**src/rtl/mac_result_buffer.sv**
```systemverilog
// Result buffer behind a fixed-latency MAC: credit-based launch control plus a
// first-word fall-through FIFO. Optional sticky error flag under RESBUF_ERR_DETECT_EN.
module mac_result_buffer #(
  parameter int DW    = 32,
  parameter int DEPTH = 8
) (
  input  logic          clk,
  input  logic          aclr,
  input  logic          issue_req,
  output logic          issue_grant,
  input  logic          res_valid_in,
  input  logic [DW-1:0] res_data_in,
  output logic          m_valid,
  output logic [DW-1:0] m_data,
  input  logic          m_ready
`ifdef RESBUF_ERR_DETECT_EN
  ,
  output logic          err
`endif
);

  localparam int AW = $clog2(DEPTH);
  localparam int CW = $clog2(DEPTH + 1);

  logic [CW-1:0] count_q, count_d;
  logic [CW-1:0] inflight_q, inflight_d;
  logic [AW-1:0] wr_ptr_q, wr_ptr_d;
  logic [AW-1:0] rd_ptr_q, rd_ptr_d;
  logic [DW-1:0] mem [DEPTH];

  logic [CW:0] credit_used;
  logic        launch;
  logic        pop;
  logic        full;
  logic        push;

  // Every launched op reserves a slot, so results never arrive to a full buffer
  // in correct operation.
  assign credit_used = {1'b0, count_q} + {1'b0, inflight_q};
  assign issue_grant = credit_used < (CW+1)'(DEPTH);
  assign m_valid     = (count_q != '0);
  assign m_data      = mem[rd_ptr_q];

  always_comb begin
    launch     = issue_req & issue_grant;
    pop        = m_valid & m_ready;
    full       = (count_q == CW'(DEPTH));
    push       = res_valid_in & (~full | pop);
    count_d    = count_q;
    inflight_d = inflight_q;
    wr_ptr_d   = wr_ptr_q;
    rd_ptr_d   = rd_ptr_q;

    case ({push, pop})
      2'b10:   count_d = count_q + CW'(1);
      2'b01:   count_d = count_q - CW'(1);
      default: count_d = count_q;
    endcase

    // A stray result with nothing in flight must not wrap the counter.
    if (launch && !res_valid_in) begin
      inflight_d = inflight_q + CW'(1);
    end else if (!launch && res_valid_in && inflight_q != '0) begin
      inflight_d = inflight_q - CW'(1);
    end

    if (push) wr_ptr_d = wr_ptr_q + AW'(1);
    if (pop)  rd_ptr_d = rd_ptr_q + AW'(1);
  end

  always_ff @(posedge clk or posedge aclr) begin
    if (aclr) begin
      count_q    <= '0;
      inflight_q <= '0;
      wr_ptr_q   <= '0;
      rd_ptr_q   <= '0;
    end else begin
      count_q    <= count_d;
      inflight_q <= inflight_d;
      wr_ptr_q   <= wr_ptr_d;
      rd_ptr_q   <= rd_ptr_d;
    end
  end

  // Storage is deliberately left out of reset so it maps onto plain RAM.
  always_ff @(posedge clk) begin
    if (push) mem[wr_ptr_q] <= res_data_in;
  end

`ifdef RESBUF_ERR_DETECT_EN
  logic err_q, err_d;
  logic drop;
  logic stray;

  always_comb begin
    drop  = res_valid_in & full & ~pop;
    stray = res_valid_in & (inflight_q == '0);
    err_d = err_q | drop | stray;
  end

  always_ff @(posedge clk or posedge aclr) begin
    if (aclr) err_q <= 1'b0;
    else      err_q <= err_d;
  end

  assign err = err_q;
`endif

endmodule

```
**config.mk**
```make
export PLATFORM = sky130hd
export DESIGN_NAME = mac_result_buffer
export DESIGN_NICKNAME = d
export VERILOG_FILES = /design/src/rtl/mac_result_buffer.sv
export SDC_FILE = /design/constraint.sdc
export NUM_CORES = 1
export LEC_CHECK = 0
export ABC_AREA = 1
export CORE_ASPECT_RATIO = 1.1
export CORE_MARGIN = 5
export CORE_UTILIZATION = 59
export DETAILED_ROUTE_END_ITERATION = 10
export GPL_TIMING_DRIVEN = 0
export PLACE_DENSITY = 0.8
export SLEW_MARGIN = 20
export SYNTH_ARGS = -nofsm -noshare
export SYNTH_HDL_FRONTEND = slang
export SYNTH_SLANG_ARGS = --single-unit
export TNS_END_PERCENT = 20
```
**constraint.sdc**
```tcl
create_clock -name clk -period 3.2 [get_ports clk]
set_input_delay 0.64 -clock clk [delete_from_list [all_inputs] [get_ports clk]]
set_output_delay 0.64 -clock clk [all_outputs]
set_load 0.02 [all_outputs]
```
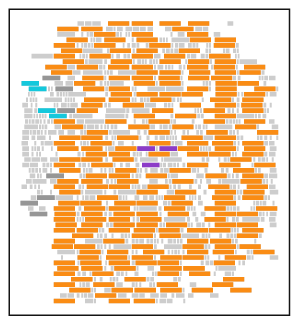
*Sequential cells coloured by netlist name*
Drawn at 2 px/um.
[cyan] `inflight_q` | sequential cells: 4
[purple] `rd_ptr_q` | sequential cells: 3
[orange] `mem` | sequential cells: 256 | where: all over the die
not coloured: 7

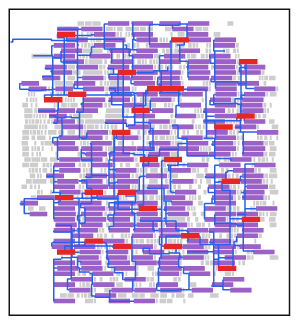
*Clock wires, drivers and flops*
Drawn at 2 px/um.
[blue] clock wires | length: 2720 um
[purple] flip-flops | count: 270
[red] cells driving clock nets | count: 26
flops lie: all over the die

==> flow_summary.yaml <==
# physical design summary
run:
  warnings: 27
logic_synthesis:
  ys_top_cells_by_count: "256 x edfxtp_1, 172 x nor2_1, 133 x nand2_1"
  synth_top_cell_by_area: "edfxtp_1"
  yosys_warnings: 0
  synthDistinctLibCells: 26
  syn_area_um2: 10900
  synth_seq_share_pct: 74.0
  syn_inst: 872
  top_area_share_pct: 70.8
  synthTopCellsByArea: "edfxtp_1 71%, nor2_1 5.9%, o21ai_0 5.5%, nand2_1 4.6%, dfrtp_1 3.2%"
  synth-edff-count: 256
  syn_avg_cell_area_um2: 12.5
  ys_cells: 872
  ys_area_um2: 10900
  async_flop_share_pct: 5.19
outcome:
  run_status: "finished clean"
detailed_routing:
  dr.pass1.iters: 5
  wl_per_cell_um: 20.9
  finalWirelength_um: 25900
  drt_iter0_markers: 752
  vias: 7343
  avgViaCountPerCell: 5.92
  drc: 0
power_and_ir_drop:
  power_density_nw_per_um2: 976
  total_power_mw: 12.7
  irDropWorstVdd_uv: 620
  power_leakage_nw: 4.71
critical_path:
  reg2reg_depth: 12
  cp-start-kind: "flip-flop"
  cp-end-kind: "output pin"
  critPathArrivalTime_ns: 2.55
  critPathLaunch: "rd_ptr_q[0]$_DFFE_PP0P_"
  worstPathMaxFanout: 10
  crit_required_ns: 2.56
  setup.worst_path.class: "reg -> out"
  cp-endpoint: "m_data[7]"
  timing.rr.start: "count_q[0]$_DFFE_PP0P_"
clocking:
  cts_tree: "yes"
  path_clk_slew_ns: 0.07
  clk_latency_ns: 0.53
  clock_sinks: 270
  hold_buffers: 0
  cts_root_buf: "clkbuf_16"
  numCtsBuffers: 26
  cts_buffer_depth: 3
  htreeDepth: 1
final_timing:
  finalSetupTns_ns: 0
  period_used_pct: 99.7
  slew_viol_final: 0
  whs_ns: 0.501
  skew_ns: 0.0180
  hold_viol: 0
  timing.final.ws_setup_ns: 0.00945
  worstMarginPinSlew_ns: 0.706
placement:
  port_buffers: 70
  dp.cells: 1193
  place_ws_ns: 0.248
  hpwl_um: 16100
  place_congestion: 0.788
die:
  core_um2: 18300
  fp_util_pct: 59.4
  io_pins: 71
  die-height_um: 152
  rows: 52
  chipArea_um2: 21200
grt:
  antenna_found_initial: 1
  globalRouteOverflowTotal: 0
  grt_start_max_net_pins: 23
  grt_util_all_layers_pct: 24.1
layout:
  drive_above_1_share_pct: 9.72
  area_growth_pct: 19.5
  final_cells: 1241
  fin_nets: 1027
  n_antenna_cell: 0
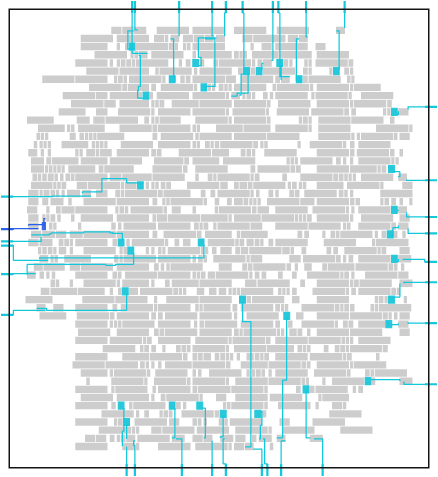
*Wires at chosen ports, followed through buffers*
Drawn at 3 px/um.
[cyan] `m_data` | bits: 32 | direction: output | end cells: 32 | wire: 907 um
[blue] `m_valid` | bits: 1 | direction: output | end cells: 1 | wire: 17.0 um

==> final cells by class <==
| type | instances | area (um2) |
|---|---|---|
| buffer | 48 | 307 |
| fill | 1151 | 5300 |
| timing repair buffer | 78 | 905 |
| tap | 243 | 304 |
| sequential | 270 | 8040 |
| clock buffer | 33 | 687 |
| multi-input combinational | 536 | 2540 |
| clock inverter | 15 | 138 |
| inverter | 18 | 67.6 |
==> critical path: stages, from the launching register on <==
cell and delay (ns):
dfrtp_1 0.44, inv_2 0.10, buf_4 0.19, buf_2 0.28, nand2_1 0.09, nand2_1 0.07, a21oi_1 0.09, a31oi_1 0.16
clkdlybuf4s50_1 0.62
==> kinds of logic (layout without fill, tap and decap cells) <==
group,after synthesis,count (layout),synth area share [%]
compound gates,203,203,9.76
xor+xnor,6,6,0.484
fa+ha+maj,12,12,1.52
buf+inv,66,192,3.19
flops,270,270,74.0
simple gates,315,315,11.0
==> cells in the final DEF (no fill, tap or decap), types with 2 or more instances in the layout <==
| cell type | synthesis | routed |
|---|---|---|
| nand2_1 | 133 | 133 |
| ha_1 | 10 | 10 |
| nor2_1 | 172 | 164 |
| clkbuf_4 | 0 | 2 |
| edfxtp_1 | 256 | 256 |
| buf_16 | 0 | 6 |
| buf_4 | 11 | 13 |
| bufinv_16 | 0 | 2 |
| clkbuf_1 | 18 | 12 |
| nor2_4 | 0 | 8 |
| clkdlybuf4s50_1 | 0 | 41 |
| buf_2 | 10 | 10 |
| xor2_1 | 5 | 5 |
| dlymetal6s2s_1 | 0 | 9 |
| clkbuf_2 | 0 | 10 |
| fa_1 | 2 | 2 |
| clkinv_2 | 0 | 6 |
| dfrtp_1 | 14 | 14 |
| a31oi_1 | 33 | 33 |
| dlygate4sd2_1 | 0 | 19 |
| clkbuf_16 | 0 | 26 |
| inv_1 | 16 | 16 |
| buf_6 | 6 | 6 |
| o21ai_0 | 120 | 119 |
| nand3_1 | 6 | 6 |
| o21ai_1 | 14 | 15 |
| clkinv_1 | 1 | 5 |
| buf_12 | 0 | 2 |
| a21oi_1 | 35 | 35 |
==> what timing repair did <==
item / 4_1_cts / 5_1_grt
pin swaps: 0 / 0
gates resized: 37 / 14
endpoints found under the setup margin: 32 / 13
==> metrics by stage <==
step,utilization [%],cell area (um2)
3_5_place_dp,66.3,12100
4_1_cts,70.9,13000
5_1_grt,71.0,13000
2_1_floorplan,-,10900
6_report,71.0,13000
3_3_place_gp,64.9,11900
==> per-layer routing <==
layer  vias to the layer above  GRT usage, %  wire (um)
met4                         2          8.20        736
met1                      3550          30.5       9570
met2                       412          42.5      13400
met3                        60          3.70       2200
li1                       3319             -          -
met5                         -             0         13
==> power breakdown <==
group / total [mW] / internal (mW) / switching, mW
Combinational: 5.11 / 1.75 / 3.36
Sequential: 4.62 / 4.41 / 0.205
Clock: 2.94 / 1.69 / 1.25
Total: 12.7 / 7.85 / 4.82
==> registers in the layout, indices dropped and copies added, names as in the netlist <==
signal      flops
count_q         4
wr_ptr_q        3
rd_ptr_q        3
inflight_q      4
mem           256
Power is estimated from default activity; no workload was simulated.
